Fig. 1: metal 1
Scale bar: 10 um. Supply wires on this layer in gray.
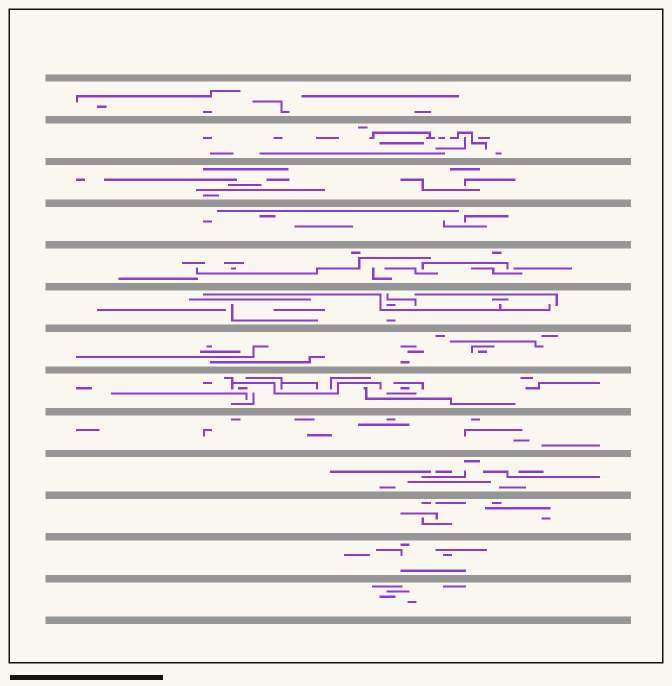
Fig. 2: M2 wires
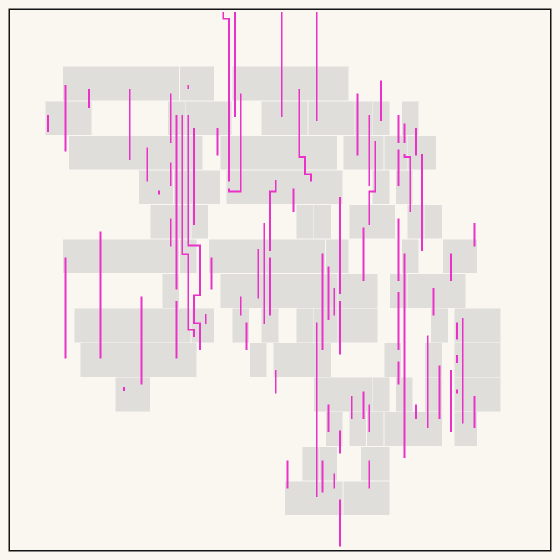
Fig. 3: signal wires on met3
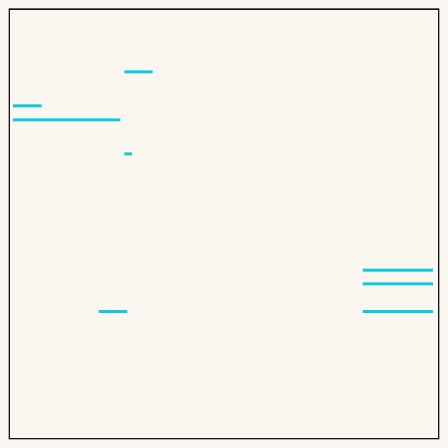
Fig. 4: placement by cell class
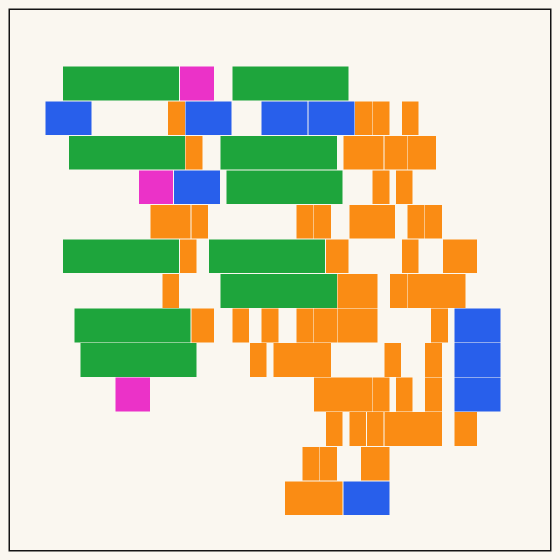
==> config.mk <==
export PLATFORM = sky130hd
export DESIGN_NAME = cfs_sync_debounce
export DESIGN_NICKNAME = d
export VERILOG_FILES = /design/src/rtl/cfs_sync_debounce_pkg.sv /design/src/rtl/cfs_sync_chain.sv /design/src/rtl/cfs_sync_debounce.sv
export SDC_FILE = /design/constraint.sdc
export NUM_CORES = 1
export LEC_CHECK = 0
export ABC_AREA = 1
export CELL_PAD_IN_SITES_DETAIL_PLACEMENT = 0
export CELL_PAD_IN_SITES_GLOBAL_PLACEMENT = 1
export CORE_MARGIN = 2
export CORE_UTILIZATION = 35
export DETAILED_ROUTE_END_ITERATION = 6
export PLACE_DENSITY = 0.85
export SYNTH_ARGS = -nofsm -noshare
export SYNTH_HDL_FRONTEND = slang
export SYNTH_SLANG_ARGS = --single-unit
==> constraint.sdc <==
create_clock -name clk -period 2.35 [get_ports clk]
set_clock_uncertainty 0.1 [all_clocks]
set_input_delay 0.235 -clock clk [delete_from_list [all_inputs] [get_ports clk]]
set_output_delay 0.235 -clock clk [all_outputs]
set_load 0.01 [all_outputs]
==> impl_metrics.py <==
# Physical implementation metrics
metrics = {
    "run_status": {
        "status": "complete, no violations",
    },
    "final_timing": {
        "setup_slack_ps": 485,
        "setup-tns-final_ps": 0,
        "hold_viol": 0,
        "min_period_ps": 1870,
        "finalSetupViolations": 0,
        "max_freq_mhz": 536,
        "maxSlewHeadroom": 0.714,
    },
    "setup_path": {
        "cp_common_cell": "nand2_1",
        "critPathTopFamily": "simple AND/OR/NAND/NOR gates",
        "end_kind": "flop",
        "critical_path_required_ps": 2430,
        "crit_cells": 13,
        "critPathKind": "input port to flop",
        "worst_path_max_delay_cell": "clkdlybuf4s50_1",
        "start_kind": "input port",
        "crit_fanout": 6,
        "r2r_cells": 9,
    },
    "clock_network": {
        "post-cts-setup-buffers": 0,
        "cts.htree.levels": 1,
        "cts_made_buffers": 3,
        "cts_resized": 0,
        "cts.clk_slew.worst_paths_ps": 60,
        "cts_root_buf": "clkbuf_4",
        "clock_path_buffers": 2,
    },
    "global_routing": {
        "grt_use_total": 0.110,
        "grt_pass1_vias": 355,
    },
    "yosys": {
        "ys_seq_share": 0.482,
        "yosys.area.top_type_share": 0.482,
        "synth.area.top_cells": "dfrtp_1 48%, ha_1 12%, nand2_1 9.4%",
        "synth_area_per_cell_um2": 8.80,
        "ff_type": "dfrtp_1",
        "top_area_cell": "dfrtp_1",
        "fp_nets": 71,
        "ys_cells": 59,
    },
    "cells_and_area": {
        "layout.nets": 85,
        "area.growth.synth_to_final_pct": 25.3,
        "num_antenna_cells": 0,
        "largest_reg_flops": 4,
        "drive_gt1_frac": 0.113,
        "layout.area.comb_um2": 216,
    },
    "routing": {
        "viasPerCell": 4.43,
        "drc": 0,
        "firstDrtPassIters": 2,
        "antenna_left": 0,
        "wire_per_inst_um": 9.60,
    },
    "die": {
        "fp_util": 0.385,
        "die_w_um": 42.5,
        "die_area_um2": 1810,
        "die_h_um": 42.5,
        "io_pins": 10,
    },
    "place": {
        "gp_congestion": 0.701,
        "io_buffers": 9,
        "dpl.hpwl_um": 689,
    },
    "power_and_ir_drop": {
        "p_leak_nw": 0.354,
        "powerDensity_nw_per_um2": 1010,
    },
    "run": {
        "drv_cap": 0,
    },
    "worst_hold_path": {
        "hold_class": "input port to async pin",
    },
}
Notes on Fig. 1 above:
The wires run mostly horizontal. The layer carries 398 um of wire. 75 nets have wire on it.
drt total wl: 826 um
M1 GR Usage: 0.141
via count: 381

Notes on Fig. 2 above:
The layer holds 44% of the routed length. The longest straight run is 16.0 um. The wires run mostly vertical. The layer carries 367 um of wire.
met2 Resource Use GR: 0.163

Notes on Fig. 3 above:
The longest straight run is 10.3 um. The wires run mostly horizontal. The layer carries 38.2 um of wire.
grt met3 use: 0.0259

Notes on Fig. 4 above:
Key: orange = combinational and other logic [cells 49, share of their area 43%]; blue = remaining buffers and delay cells [cells 9, share of their area 14%]; green = sequential cells [cells 10, share of their area 40%]; magenta = clock drivers [cells 3, share of their area 3.6%]
final core occ: 0.482
# rows: 13
core area: 1350 um^2
Final Cell Area: 651 um^2
Seq area share: 0.385

[worst reg2reg max path, stage by stage, from the launching register on]
cell     delay [ps]
dfrtp_1         410
ha_1            320
ha_1            290
nand2_1          60
nand2_1          50
nand2_1          50
nand2_1          50
nand2_1          80
nand3_2         140
o21ai_1         160
[metrics by stage]
stage               cells  hold slack (ps)   util  area [um^2]  total power, mW
floorplan              59             -161      -          519            0.449
global placement       83              234  0.465          628            0.547
detailed placement     83              246  0.465          628            0.556
CTS                    86              181  0.482          651            0.669
global route           86              196  0.482          651            0.722
finish                 86              187  0.482          651            0.654
[placed cells by master (no fill, tap or decap), types with 2 or more instances in the layout]
| cell type | count |
|---|---|
| nand2_1 | 13 |
| inv_1 | 11 |
| dfrtp_1 | 10 |
| clkdlybuf4s50_1 | 9 |
| ha_1 | 5 |
| nor2_1 | 4 |
| nand3_1 | 3 |
| clkbuf_4 | 3 |
| xor2_1 | 2 |
| inv_2 | 2 |
[power by group]
group,total (mW),leakage [nW],internal [mW],switching [mW]
Sequential,0.257,0.128,0.221,0.0362
Combinational,0.290,0.213,0.131,0.160
Clock,0.107,0.0138,0.0586,0.0482
Total,0.654,0.354,0.410,0.244
[final cells by class]
type,instances,area share
clock buffers,3,0.0346
inverters,14,0.0808
multi-input cells,35,0.333
flip-flops and latches,10,0.385
well taps,15,0.0288
repair buffers,9,0.138
[kinds of logic (layout without fill, tap and decap cells)]
kind of cell	after synthesis	in the layout	synth area share
adders and majority gates	5	5	0.120
and+or+nand+nor	25	25	0.219
buffers and inverters	14	26	0.101
AOI/OAI and AO/OA	2	2	0.0265
DFF	10	10	0.482
xor gates and xnor gates	3	3	0.0506
[layer usage]
| layer | vias to the layer above | routed length [um] | global-route usage |
|---|---|---|---|
| met2 | 8 | 367 | 0.163 |
| met3 | 3 | 38 | 0.0259 |
| met1 | 166 | 397 | 0.141 |
| li1 | 204 | - | - |
| met5 | - | 0 | 0 |
| met4 | 0 | 23 | 0.0750 |
No activity file was given, so power comes from the tool's default toggle rates.
